File: src/rtl/rx_frame_sequencer.sv
// Drains the RX bridge read window: copies each queued frame into a packet-RAM
// slot (or discards it) and emits a one-cycle completion record plus IRQ.
module rx_frame_sequencer #(
  parameter  int DATA_WIDTH = 32,
  parameter  int NUM_BUFS   = 4,
  parameter  int BUF_BYTES  = 2048,
  localparam int MM_BYTES   = DATA_WIDTH/8,
  localparam int WPS        = BUF_BYTES/MM_BYTES,
  localparam int WADDR_W    = $clog2(NUM_BUFS*WPS),
  localparam int SLOT_W     = $clog2(NUM_BUFS)
)(
  input  logic                  clk,
  input  logic                  rst,
  input  logic                  enable,
  input  logic                  drop_bad_en,
  input  logic                  drop_when_full,
  input  logic                  rx_frame_ready,
  input  logic [15:0]           rx_len,
  input  logic                  rx_bad_fcs,
  input  logic [DATA_WIDTH-1:0] rxw_data,
  input  logic                  rxw_valid,
  output logic                  rxw_pop,
  output logic                  mem_wr_en,
  output logic [WADDR_W-1:0]    mem_wr_addr,
  output logic [DATA_WIDTH-1:0] mem_wr_data,
  input  logic                  mem_wr_ready,
  input  logic                  buf_release,
  output logic                  cpl_valid,
  output logic [SLOT_W-1:0]     cpl_slot,
  output logic [15:0]           cpl_len,
  output logic [2:0]            cpl_flags,
  output logic                  irq,
  output logic [SLOT_W:0]       free_slots,
  output logic [15:0]           cnt_ok,
  output logic [15:0]           cnt_drop_bad,
  output logic [15:0]           cnt_drop_full,
  output logic                  err
);
  localparam int WIDX_W = $clog2(WPS);
  localparam int MB_W   = $clog2(MM_BYTES);
  localparam logic [SLOT_W:0] FREE_ALL = (SLOT_W+1)'(NUM_BUFS);
  localparam logic [SLOT_W:0] FREE_ONE = (SLOT_W+1)'(1);

  localparam logic [1:0] S_IDLE  = 2'd0;
  localparam logic [1:0] S_COPY  = 2'd1;
  localparam logic [1:0] S_DRAIN = 2'd2;
  localparam logic [1:0] S_DONE  = 2'd3;

  logic [1:0]        r_state;
  logic [SLOT_W-1:0] r_wr_slot;
  logic [SLOT_W:0]   r_free;
  logic [15:0]       r_len;
  logic              r_bad, r_dropped, r_drop_bad, r_trunc, r_err;
  logic [16:0]       r_nwords, r_word_idx;
  logic [15:0]       r_cnt_ok, r_cnt_drop_bad, r_cnt_drop_full;

  logic        w_in_win, w_wr, w_pop, w_last, w_rel_ok, w_take;
  logic        w_bad_drop, w_full;
  logic [16:0] w_nwords;

  assign w_nwords   = (17'(rx_len) + 17'(MM_BYTES-1)) >> MB_W;
  assign w_in_win   = 32'(r_word_idx) < WPS;
  assign w_last     = r_word_idx == r_nwords - 17'd1;
  assign w_bad_drop = rx_bad_fcs && drop_bad_en;
  assign w_full     = r_free == '0;
  assign w_rel_ok   = buf_release && (r_free != FREE_ALL);
  assign w_take     = (r_state == S_DONE) && !r_dropped;

  // Words past the slot boundary are still consumed so the bridge drains.
  always_comb begin
    w_wr  = 1'b0;
    w_pop = 1'b0;
    case (r_state)
      S_COPY: begin
        w_wr  = rxw_valid && mem_wr_ready && w_in_win;
        w_pop = w_in_win ? w_wr : rxw_valid;
      end
      S_DRAIN: w_pop = rxw_valid;
      default: ;
    endcase
  end

  always_ff @(posedge clk) begin
    if (rst) begin
      r_state         <= S_IDLE;
      r_wr_slot       <= '0;
      r_free          <= FREE_ALL;
      r_len           <= '0;
      r_bad           <= 1'b0;
      r_dropped       <= 1'b0;
      r_drop_bad      <= 1'b0;
      r_trunc         <= 1'b0;
      r_err           <= 1'b0;
      r_nwords        <= '0;
      r_word_idx      <= '0;
      r_cnt_ok        <= '0;
      r_cnt_drop_bad  <= '0;
      r_cnt_drop_full <= '0;
    end else begin
      // Release and a copy completion in the same cycle cancel out.
      case ({w_rel_ok, w_take})
        2'b10:   r_free <= r_free + FREE_ONE;
        2'b01:   r_free <= r_free - FREE_ONE;
        default: ;
      endcase
      if (buf_release && !w_rel_ok) r_err <= 1'b1;

      case (r_state)
        S_IDLE: begin
          if (rx_frame_ready && rx_len == 16'd0) begin
            r_err <= 1'b1;
          end else if (enable && rx_frame_ready &&
                       (w_bad_drop || !w_full || drop_when_full)) begin
            r_len      <= rx_len;
            r_bad      <= rx_bad_fcs;
            r_nwords   <= w_nwords;
            r_word_idx <= '0;
            r_trunc    <= 1'b0;
            r_dropped  <= w_bad_drop || w_full;
            r_drop_bad <= w_bad_drop;
            r_state    <= (w_bad_drop || w_full) ? S_DRAIN : S_COPY;
          end
        end
        S_COPY, S_DRAIN: begin
          if (w_pop) begin
            r_word_idx <= r_word_idx + 17'd1;
            if (r_state == S_COPY && !w_in_win) r_trunc <= 1'b1;
            if (w_last) r_state <= S_DONE;
          end
        end
        default: begin
          r_state <= S_IDLE;
          if (!r_dropped) begin
            r_wr_slot <= r_wr_slot + SLOT_W'(1);
            if (r_cnt_ok != 16'hFFFF) r_cnt_ok <= r_cnt_ok + 16'd1;
          end else if (r_drop_bad) begin
            if (r_cnt_drop_bad != 16'hFFFF) r_cnt_drop_bad <= r_cnt_drop_bad + 16'd1;
          end else begin
            if (r_cnt_drop_full != 16'hFFFF) r_cnt_drop_full <= r_cnt_drop_full + 16'd1;
          end
        end
      endcase
    end
  end

  assign rxw_pop       = w_pop;
  assign mem_wr_en     = w_wr;
  assign mem_wr_addr   = {r_wr_slot, r_word_idx[WIDX_W-1:0]};
  assign mem_wr_data   = rxw_data;
  assign cpl_valid     = r_state == S_DONE;
  assign irq           = cpl_valid;
  assign cpl_slot      = (cpl_valid && !r_dropped) ? r_wr_slot : '0;
  assign cpl_len       = cpl_valid ? r_len : 16'd0;
  assign cpl_flags     = cpl_valid ? {r_dropped, r_trunc, r_bad} : 3'b000;
  assign free_slots    = r_free;
  assign cnt_ok        = r_cnt_ok;
  assign cnt_drop_bad  = r_cnt_drop_bad;
  assign cnt_drop_full = r_cnt_drop_full;
  assign err           = r_err;
endmodule

File: config.mk
export PLATFORM = sky130hd
export DESIGN_NAME = rx_frame_sequencer
export DESIGN_NICKNAME = d
export VERILOG_FILES = /design/src/rtl/rx_frame_sequencer.sv
export SDC_FILE = /design/constraint.sdc
export NUM_CORES = 1
export LEC_CHECK = 0
export ABC_AREA = 1
export CAP_MARGIN = 20
export CORE_UTILIZATION = 46
export CTS_BUF_LIST = sky130_fd_sc_hd__clkbuf_8
export CTS_CLUSTER_DIAMETER = 100
export CTS_CLUSTER_SIZE = 24
export DETAILED_ROUTE_END_ITERATION = 10
export PLACE_DENSITY = 0.77
export SYNTH_ARGS = -nofsm -noshare
export SYNTH_HDL_FRONTEND = slang
export SYNTH_SLANG_ARGS = --single-unit
File: constraint.sdc
create_clock -name clk -period 2.03 [get_ports clk]
set_input_delay 0.5075 -clock clk [delete_from_list [all_inputs] [get_ports clk]]
set_output_delay 0.5075 -clock clk [all_outputs]
set_load 0.01 [all_outputs]
==> flow_summary_export.csv <==
group,metric,value,unit
yosys,fp_nets,1083,
cells_and_area,drive_above_1_share,18.3,%
setup_path,crit_required,1.52,ns
yosys,yosys.area_share.simple,31.0,%
run_status,violations,"setup timing",
yosys,top_cell_area_share,32.5,%
yosys,syn_area_per_cell,6.57,µm²
place,placed_area,8140,µm²
place,dp_cells,1309,
yosys,syn-instance-count,1013,
floorplanning,ios,178,
yosys,topCombFamilyByArea,"simple AND/OR/NAND/NOR gates",
cts,cts_tree,"yes",
timing,tns,-0.0386,ns
yosys,edf_count,0,
min_path,hold_depth,2,
cells_and_area,seq_cell_count,108,
yosys,yosysMostFrequentCell,"nand2_1",
cells_and_area,register_area,2180,µm²
place,place_congestion,0.907,
yosys,ys.flop_type,"dfxtp_1",
timing,whs,0.470,ns
setup_path,crit_start,"r_word_idx[14]",
yosys,ys_cells,1013,
cells_and_area,buffer_area_share,19.8,%
timing,relSlewSlack,61.2,%
routing,drc,0,
cells_and_area,num-nets-final,1218,
setup_path,cpMaxStageDelayCell,"dfxtp_2",
run_status,outcome,"finished with violations",
cells_and_area,diodes,0,
yosys,top_area_cell,"dfxtp_1",
floorplanning,n_tap_cell,180,
place,dp_hpwl,13.6,mm
run,tool_warnings,33,
setup_path,critPathKind,"flop to output pin",
cts,cts_resized,111,
setup_path,worstPathArrival,1.56,ns
setup_path,path_buffers,1,
cells_and_area,final_cells,1333,
cells_and_area,design_area,8460,µm²
timing,setup-violations-final,1,
cells_and_area,fillers,1280,
yosys,top_cells_by_count,"nand2_1 (216), inv_1 (135), nor2_1 (121)",
timing,grt_setup_unrepaired,"true",
place,io_buffers,113,
setup_path,cp_max_fo,2,
cts,clk_path_buf_depth,2,
setup_path,critPathTopFamily,"simple AND/OR/NAND/NOR gates",
setup_path,cp_cell_sequence,"nor2_2 -> nand3_2 -> nor3_2 -> nand2_1 -> nand2_2 -> nand2_2 -> nand2_2 -> nor2_1 -> buf_2",
floorplanning,die_x,122,µm
place,place_ws,-0.298,ns
setup_path,path_depth,9,
yosys,ys_seq_share,32.5,%
routing,vias_per_cell,5.12,
setup_path,r2r_start,"r_state[1]",
routing,drt-met1-wl,8.21,mm
yosys,ys_area,6650,µm²
cells_and_area,layout_top_cell,"nand2_1",
setup_path,crit_end,"rxw_pop",
grt,grt_pass1_wl,29.1,mm
grt,grt-ovfl-total,0,
yosys,synthTopCellsByArea,"dfxtp_1 (33%), nand2_1 (12%), inv_1 (7.6%)",
setup_path,slowest_delay,0.34,ns
cells_and_area,comb_cells,689,
timing,tightest_slew,0.582,ns
cts,h-tree-depth,3,
routing,drt_iter0_markers,454,
min_path,hold_class,"flop to flop",
timing,setup_slack,-0.0386,ns
setup_path,reg2reg_to,"cnt_drop_bad[7]",
yosys,aoi_share,14.1,%
grt,antenna_found_initial,0,
setup_path,worstSetupStartpointType,"flop",
state kept, by name, summed over array words and instances, names as in the netlist:
signal	cells
r_word_idx	17
cnt_drop_bad	16
cnt_drop_full	16
cnt_ok	16
r_len	16
r_nwords	15
free_slots	3
r_state	2
r_wr_slot	2
err	1
r_bad	1
r_drop_bad	1
r_dropped	1
r_trunc	1
report_power, final:
group	internal, W	switching (W)	leakage (nW)	total, W
sequential	0.00230	0.000175	0.883	0.00247
clock	0.000492	0.000796	0.0946	0.00129
combinational	0.00102	0.00151	2.64	0.00253
total	0.00381	0.00248	3.62	0.00629
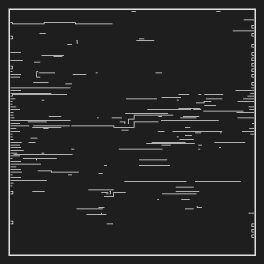
(images/m3.png)
Scale: 2 px per µm.
share of all routed wire: 6.8%
longest straight run: 30.8 µm
nets with wire on the layer: 138
main direction: horizontal
met3 GRT Util: 3.95%
Vias: 6,826

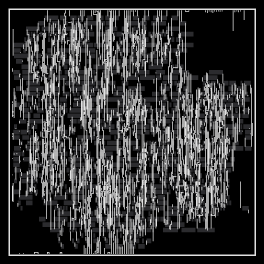
(images/m2.png)
Scale: 2 px per µm. Cells faint in the background.
wire length on this layer: 8,370 µm
nets with wire on the layer: 969
main direction: vertical
share of all routed wire: 46%
M2 GR Usage: 40.4%
Routed WL: 18.2 mm

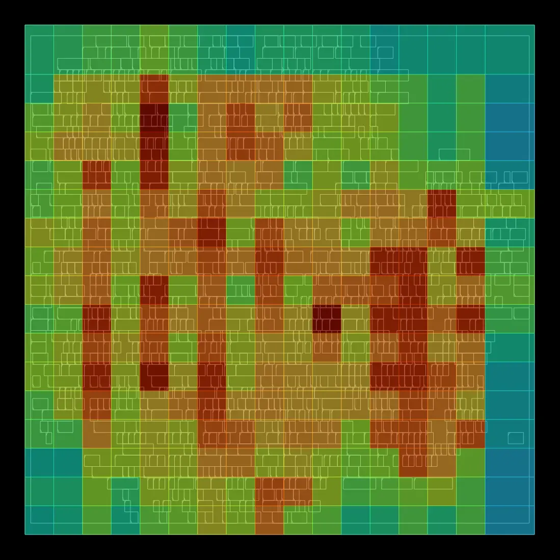
(images/congestion_map.png)
M1 GR Usage: 31.9%
Global Route Usage Sum: 24.5%
drt wl/cell: 13.6 µm
GRT Max-Usage Layer: met2
Layout Utilization: 60.5%

Power figures rest on the tool's default switching activity, not on a simulated workload.
